Fig. 1: routed clock nets over the placement
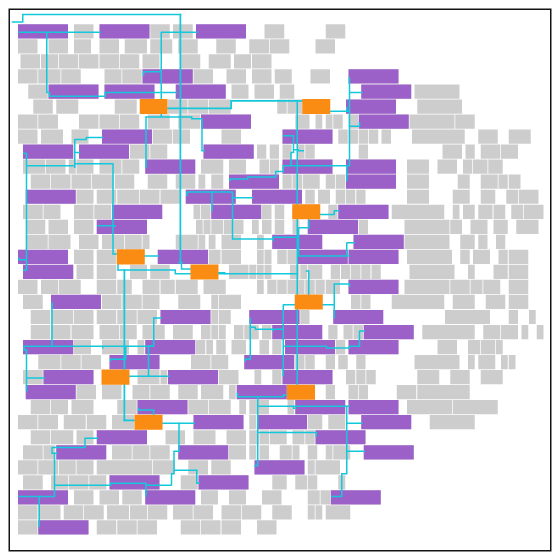
Fig. 2: cells by drive strength
The bar under the picture is 20 um long.
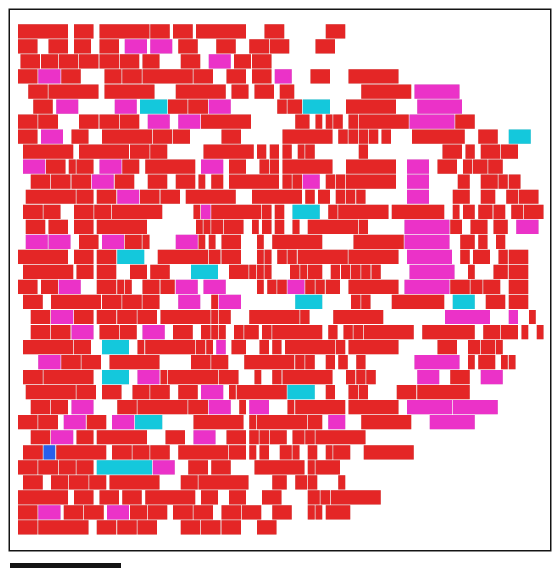
Fig. 3: cells coloured by class
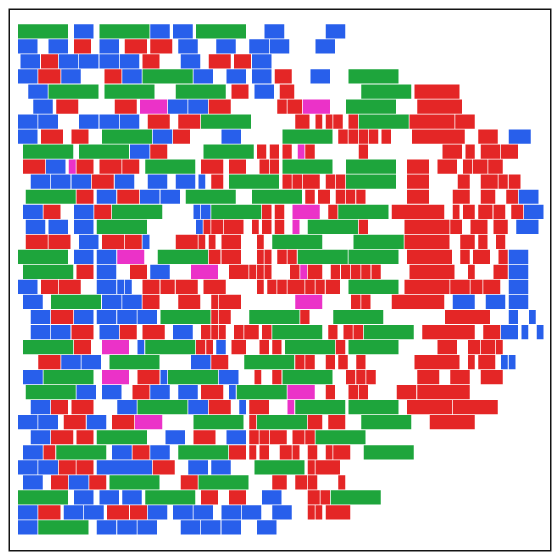
Fig. 4: clock wiring as the flow saved it
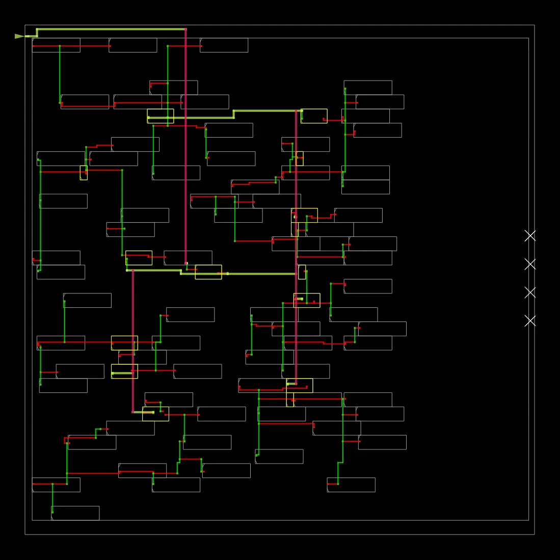
Fig. 5: register map, names as in the netlist
The bar under the picture is 20 um long.
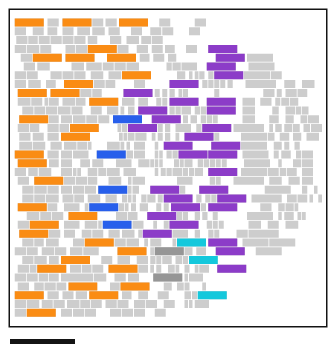
$ cat src/rtl/riscv_wb_arbiter_pkg.sv
// Shared types and constants for the writeback arbiter and its scoreboard.
package riscv_wb_arbiter_pkg;

  localparam int unsigned REG_IDX_W = 5;
  localparam logic [REG_IDX_W-1:0] REG_X0 = '0;

  typedef enum logic [1:0] {
    ST_IDLE  = 2'd0,
    ST_HOLD  = 2'd1,
    ST_FORCE = 2'd2
  } wb_state_e;

  function automatic logic is_x0(input logic [REG_IDX_W-1:0] idx);
    return idx == REG_X0;
  endfunction

endpackage

$ cat src/rtl/riscv_wb_scoreboard.sv
// Pending-destination mask for long-latency results plus the decode hazard lookups.
module riscv_wb_scoreboard
  import riscv_wb_arbiter_pkg::*;
#(
  parameter int unsigned N_REG = 32
) (
  input  logic                 i_clk,
  input  logic                 i_rst,
  input  logic                 i_set_en,
  input  logic [REG_IDX_W-1:0] i_set_idx,
  input  logic                 i_clr_en,
  input  logic [REG_IDX_W-1:0] i_clr_idx,
  input  logic [REG_IDX_W-1:0] i_rs1_d,
  input  logic [REG_IDX_W-1:0] i_rs2_d,
  input  logic [REG_IDX_W-1:0] i_rd_d,
  output logic                 o_stall_d
);

  logic [N_REG-1:0] mask_q, mask_d;

  // Clear first so a same-cycle set of the same index wins.
  always_comb begin
    mask_d = mask_q;
    if (i_clr_en) mask_d[i_clr_idx] = 1'b0;
    if (i_set_en && !is_x0(i_set_idx)) mask_d[i_set_idx] = 1'b1;
    mask_d[0] = 1'b0;
  end

  always_ff @(posedge i_clk or posedge i_rst) begin
    if (i_rst) mask_q <= '0;
    else       mask_q <= mask_d;
  end

  function automatic logic pending(input logic [REG_IDX_W-1:0] idx);
    return !is_x0(idx) && mask_q[idx];
  endfunction

  assign o_stall_d = pending(i_rs1_d) | pending(i_rs2_d) | pending(i_rd_d);

endmodule

$ cat src/rtl/riscv_wb_arbiter.sv
// Register-file write-port arbiter between pipeline writeback and one long-latency unit.
// Optional same-cycle LU bypass when idle: define RISCV_WB_LU_BYPASS_EN.
module riscv_wb_arbiter
  import riscv_wb_arbiter_pkg::*;
#(
  parameter int unsigned XLEN         = 32,
  parameter int unsigned N_REG        = 32,
  parameter int unsigned STARVE_LIMIT = 4
) (
  input  logic                 i_clk,
  input  logic                 i_rst,
  input  logic                 i_pipe_wb_valid,
  input  logic [REG_IDX_W-1:0] i_pipe_rd,
  input  logic [XLEN-1:0]      i_pipe_data,
  input  logic                 i_lu_issue,
  input  logic [REG_IDX_W-1:0] i_lu_issue_rd,
  input  logic                 i_lu_valid,
  output logic                 o_lu_ready,
  input  logic [REG_IDX_W-1:0] i_lu_rd,
  input  logic [XLEN-1:0]      i_lu_data,
  input  logic [REG_IDX_W-1:0] i_rs1_d,
  input  logic [REG_IDX_W-1:0] i_rs2_d,
  input  logic [REG_IDX_W-1:0] i_rd_d,
  output logic                 o_stall_d,
  output logic                 o_bubble_req,
  output logic                 o_rf_we,
  output logic [REG_IDX_W-1:0] o_rf_rd,
  output logic [XLEN-1:0]      o_rf_wdata
);

  localparam int unsigned CNT_W = $clog2(STARVE_LIMIT + 1);

  wb_state_e              state_q;
  logic [CNT_W-1:0]       cnt_q;
  logic [CNT_W-1:0]       cnt_inc;
  logic [REG_IDX_W-1:0]   buf_rd_q;
  logic [XLEN-1:0]        buf_data_q;
  logic                   buf_full, drain, accept, bypass, capture;

  assign buf_full   = (state_q != ST_IDLE);
  assign drain      = buf_full && !i_pipe_wb_valid;
  assign o_lu_ready = !buf_full || drain;
  assign accept     = i_lu_valid && o_lu_ready;
  assign cnt_inc    = cnt_q + CNT_W'(1);

`ifdef RISCV_WB_LU_BYPASS_EN
  assign bypass = !buf_full && i_lu_valid && !i_pipe_wb_valid;
`else
  assign bypass = 1'b0;
`endif
  assign capture = accept && !bypass;

  assign o_bubble_req = (state_q == ST_FORCE);

  // Pipeline has absolute priority; LU data only uses idle write-port cycles.
  always_comb begin
    o_rf_we    = 1'b0;
    o_rf_rd    = REG_X0;
    o_rf_wdata = '0;
    if (i_pipe_wb_valid) begin
      o_rf_we    = !is_x0(i_pipe_rd);
      o_rf_rd    = i_pipe_rd;
      o_rf_wdata = i_pipe_data;
    end else if (drain) begin
      o_rf_we    = !is_x0(buf_rd_q);
      o_rf_rd    = buf_rd_q;
      o_rf_wdata = buf_data_q;
    end else if (bypass) begin
      o_rf_we    = !is_x0(i_lu_rd);
      o_rf_rd    = i_lu_rd;
      o_rf_wdata = i_lu_data;
    end
  end

  // Buffer state, starvation counter and the one-entry result buffer.
  always_ff @(posedge i_clk or posedge i_rst) begin
    if (i_rst) begin
      state_q    <= ST_IDLE;
      cnt_q      <= '0;
      buf_rd_q   <= REG_X0;
      buf_data_q <= '0;
    end else begin
      if (capture) begin
        buf_rd_q   <= i_lu_rd;
        buf_data_q <= i_lu_data;
      end
      case (state_q)
        ST_IDLE: begin
          cnt_q <= '0;
          if (capture) state_q <= ST_HOLD;
        end
        ST_HOLD: begin
          if (drain) begin
            cnt_q   <= '0;
            state_q <= capture ? ST_HOLD : ST_IDLE;
          end else begin
            cnt_q <= cnt_inc;
            if (cnt_inc == CNT_W'(STARVE_LIMIT - 1)) state_q <= ST_FORCE;
          end
        end
        ST_FORCE: begin
          if (drain) begin
            cnt_q   <= '0;
            state_q <= capture ? ST_HOLD : ST_IDLE;
          end
        end
        default: begin
          cnt_q   <= '0;
          state_q <= ST_IDLE;
        end
      endcase
    end
  end

  riscv_wb_scoreboard #(
    .N_REG(N_REG)
  ) u_sb (
    .i_clk     (i_clk),
    .i_rst     (i_rst),
    .i_set_en  (i_lu_issue),
    .i_set_idx (i_lu_issue_rd),
    .i_clr_en  (drain || bypass),
    .i_clr_idx (drain ? buf_rd_q : i_lu_rd),
    .i_rs1_d   (i_rs1_d),
    .i_rs2_d   (i_rs2_d),
    .i_rd_d    (i_rd_d),
    .o_stall_d (o_stall_d)
  );

endmodule

$ cat config.mk
export PLATFORM = sky130hd
export DESIGN_NAME = riscv_wb_arbiter
export DESIGN_NICKNAME = d
export VERILOG_FILES = /design/src/rtl/riscv_wb_arbiter_pkg.sv /design/src/rtl/riscv_wb_scoreboard.sv /design/src/rtl/riscv_wb_arbiter.sv
export SDC_FILE = /design/constraint.sdc
export NUM_CORES = 1
export LEC_CHECK = 0
export CAP_MARGIN = 30
export CORE_UTILIZATION = 46
export DETAILED_ROUTE_END_ITERATION = 16
export GPL_TIMING_DRIVEN = 0
export PLACE_DENSITY = 0.82
export SLEW_MARGIN = 20
export SYNTH_ARGS = -nofsm -noshare
export SYNTH_HDL_FRONTEND = slang
export SYNTH_SLANG_ARGS = --single-unit
export TNS_END_PERCENT = 100
$ cat constraint.sdc
create_clock -name i_clk -period 5.9 [get_ports i_clk]
set_input_delay 1.77 -clock i_clk [delete_from_list [all_inputs] [get_ports i_clk]]
set_output_delay 1.77 -clock i_clk [all_outputs]
set_load 0.02 [all_outputs]
==> qor.log <==
qor: cells_and_area.layout.area.seq 1830 um^2
qor: global_route.vias_in_the_first_global_route 3858
qor: critical_path.cp-start-kind input pin
qor: outcome.failed_checks design-rule violations
qor: power.power.internal 1.10 mW
qor: sta.tightestPinTransition 586 ps
qor: synthesis.yosys_cells 371
qor: outcome.outcome finished, violations left
qor: critical_path.cp_class input pin to output port
qor: synthesis.synthFlopType dfrtp_1
qor: drt.met2_length 6260 um
qor: sta.rsz_0062_raised_after_global_routing no
qor: power.combinationalPowerShare 0.344
qor: synthesis.postSynthRegisterBits 73
qor: worst_hold_path.hold_path_startpoint buf_data_q[2]
qor: power.static-leakage-power 2.30 nW
qor: clock_network.postCtsResizedCells 9
qor: place.place.gp.congestion 0.855
qor: synthesis.yosysMostFrequentCell dfrtp_1
qor: global_route.globalRouteMet1Util 0.299
qor: synthesis.post_synth_main_area_contributors dfrtp_1 43%, mux2_2 12%, o21ai_0 8.2%, a22o_1 7.9%, mux4_2 6.9%
qor: sta.fin_ws 162 ps
qor: synthesis.synth_chip_area 4210 um^2
qor: sta.final.period_utilization 0.973
qor: cells_and_area.finish.cell_count_without_fillers 626
qor: critical_path.crit_path_dat 3970 ps
qor: clock_network.cell_chosen_for_the_clock_root clkbuf_8
qor: run.stage_log_warnings 27
qor: place.dpl_cell_area 5700 um^2
qor: synthesis.post_synth_instance_area 4210 um^2
qor: critical_path.cp_slowest_stage_delay 620 ps
qor: sta.total_negative_setup_slacks 0 ps
qor: power.p_clk_frac 0.204
qor: global_route.grt_usage 0.263
qor: drt.wirelength_met1 4590 um
qor: clock_network.post-cts-setup-buffers 0
qor: drt.drt_pass1_iterations 13
qor: sta.final.setup_skew 5.16 ps
qor: drt.drtAntennaViolNets 0
qor: floorplanning.initial_core_util 0.479
qor: place.pre_cts_slack -725 ps
qor: synthesis.synth.distinct_cells 37
qor: drt.finalWirelength 12200 um
qor: critical_path.worst_path_most_repeated_cell clkdlybuf4s50_1
qor: sta.slew_headroom 0.610
qor: drt.routedWlPerCell 19.6 um
qor: global_route.grt_start_max_net_pins 53
qor: power.power_per_cell_area 277 nW/um^2
qor: drt.dr_wl_met3 1150 um
qor: clock_network.clk_pin_slew_worst_paths 70 ps
qor: clock_network.clock_latency 340 ps
qor: global_route.met3_usage 0.0856
qor: cells_and_area.postLayoutCellArea 5860 um^2
qor: synthesis.synth.cells.most_frequent 73 x dfrtp_1, 69 x o21ai_0, 44 x mux2_2, 38 x a22o_1, 21 x nand2_1
qor: power.ir_drop 0.170 mV
qor: worst_hold_path.hp-class register to register
qor: critical_path.critical_path_required 4130 ps
qor: synthesis.synth_seq_share 0.433
qor: cells_and_area.final_layout_top_logic_cell clkdlybuf4s50_1
qor: cells_and_area.nNetsFinal 615
qor: synthesis.synth-edff-count 0
qor: cells_and_area.final_layout_size_suffix_gt1_frac 0.154
qor: sta.final_slew_violations 0
qor: clock_network.clockBufferDepth 2
qor: run.maxCapViolations 0
qor: synthesis.async_reset_ff_frac 1.00
qor: drt.num_vias 3741
qor: cells_and_area.multi_input_comb_area 2290 um^2
qor: critical_path.critical_path.slowest_cell clkdlybuf4s50_1
qor: floorplanning.fp.dieH 97.7 um
qor: floorplanning.floorplan.core_area 8810 um^2
qor: critical_path.critPathMaxFanout 12
qor: cells_and_area.layout_top_cells 130 x clkdlybuf4s50_1, 73 x dfrtp_1, 69 x o21ai_0
qor: cells_and_area.antenna-diode-count 0
qor: global_route.grt-ovfl-total 0
qor: power.switchingPower 0.522 mW
qor: synthesis.synth.top_cell.area_share 0.433
qor: clock_network.cts_hold_repair.buffers 0
qor: clock_network.cts_inserted_buffers 9
qor: drt.drc_violations 8
qor: drt.routed.top_layer met4
qor: synthesis.synthesis.area_per_instance 11.4 um^2
qor: floorplanning.dieArea 9550 um^2
qor: floorplanning.io-pin-count 140
qor: synthesis.postSynthNetCount 472
qor: sta.report.final.hold_viol_count 0
qor: critical_path.path_cells clkdlybuf4s50_1, o21ba_2, clkbuf_2, buf_2, o21ai_0, nand2_1, clkdlybuf4s50_1
qor: critical_path.crit_start i_pipe_wb_valid
qor: sta.fmaxAchievable 174 MHz
qor: critical_path.timing.rr.start state_q[0]
-- Fig. 1 (at the start) --
[clock drivers] orange | count: 9
[flip-flops] purple | count: 73
[clock wires] cyan | length: 866 um
routed clock nets: 10

-- Fig. 2 (at the start) --
[_3 and _4 cells] blue | cells: 1 | most used: inv_4
[_2 cells] magenta | cells: 66 | most used: mux2_2
[_0 and _1 cells] red | cells: 438 | most used: clkdlybuf4s50_1
[_6 and larger] cyan | cells: 13 | most used: clkbuf_8

-- Fig. 3 (at the start) --
[flops] green | cells: 73 | share of their area: 32%
[other buffers and delay cells] blue | cells: 153 | share of their area: 25%
[combinational and other logic] red | cells: 277 | share of their area: 40%
[clock drivers and dummy loads] magenta | cells: 15 | share of their area: 2.7%

-- Fig. 4 (at the start) --
count of flip-flops and latches: 73
Num Clock Sinks: 73

-- Fig. 5 (at the start) --
[cnt_q] cyan | sequential cells: 3
[buf_rd_q] blue | sequential cells: 5
[u_sb.mask_q] purple | sequential cells: 31
[buf_data_q] orange | sequential cells: 32
not coloured: 2
core utilization of the finished layout: 0.666
sequential share of cell area: 0.312

-- kinds of logic after synthesis --
kind of cell / count (synthesis) / share of synthesized area
xor+xnor: 1 / 0.00208
compound gates: 122 / 0.188
simple gates: 74 / 0.0983
buf+inv: 24 / 0.0235
mux: 75 / 0.249
flops: 73 / 0.433
fa+ha+maj: 2 / 0.00594
-- final cells by class --
type / instances / area share
buffer: 20 / 0.0160
clock buffer: 15 / 0.0267
inverter: 3 / 0.00235
multi-input combinational: 274 / 0.390
sequential: 73 / 0.312
tap: 108 / 0.0230
timing repair buffer: 133 / 0.230
-- flip-flops by register name, summed over array words and instances (netlist names) --
register	flops
buf_data_q	32
u_sb.mask_q	31
buf_rd_q	5
cnt_q	3
state_q	2
-- critical path, delay by kind of cell --
family | cells | cell delay, ps
compound gates | 2 | 530
buf+inv | 4 | 1580
simple gates | 1 | 80
-- power by group through the flow --
| stage | Combinational [mW] | Sequential (mW) | Clock, mW |
|---|---|---|---|
| after floorplan | 0.360 | 0.690 | 0 |
| after global placement | 0.539 | 0.723 | 0 |
| after detailed placement | 0.556 | 0.737 | 0 |
| after CTS | 0.561 | 0.728 | 0.338 |
| after global routing | 0.605 | 0.745 | 0.357 |
| final | 0.559 | 0.733 | 0.332 |
-- worst paths after layout --
| path | slack (ps) | cells past startpoint | to |
|---|---|---|---|
| worst min-delay path | 510 | 1 | buf_data_q[2] |
| max in group asynchronous | 3610 | 3 | u_sb.mask_q[16] |
| min in group asynchronous | 1730 | 2 | buf_data_q[25] |
| worst min register to register | 510 | 1 | buf_data_q[2] |
| worst max-delay path | 160 | 7 | o_rf_we |
| worst max register to register | 3930 | 4 | buf_data_q[19] |
Power is estimated from default activity; no workload was simulated.
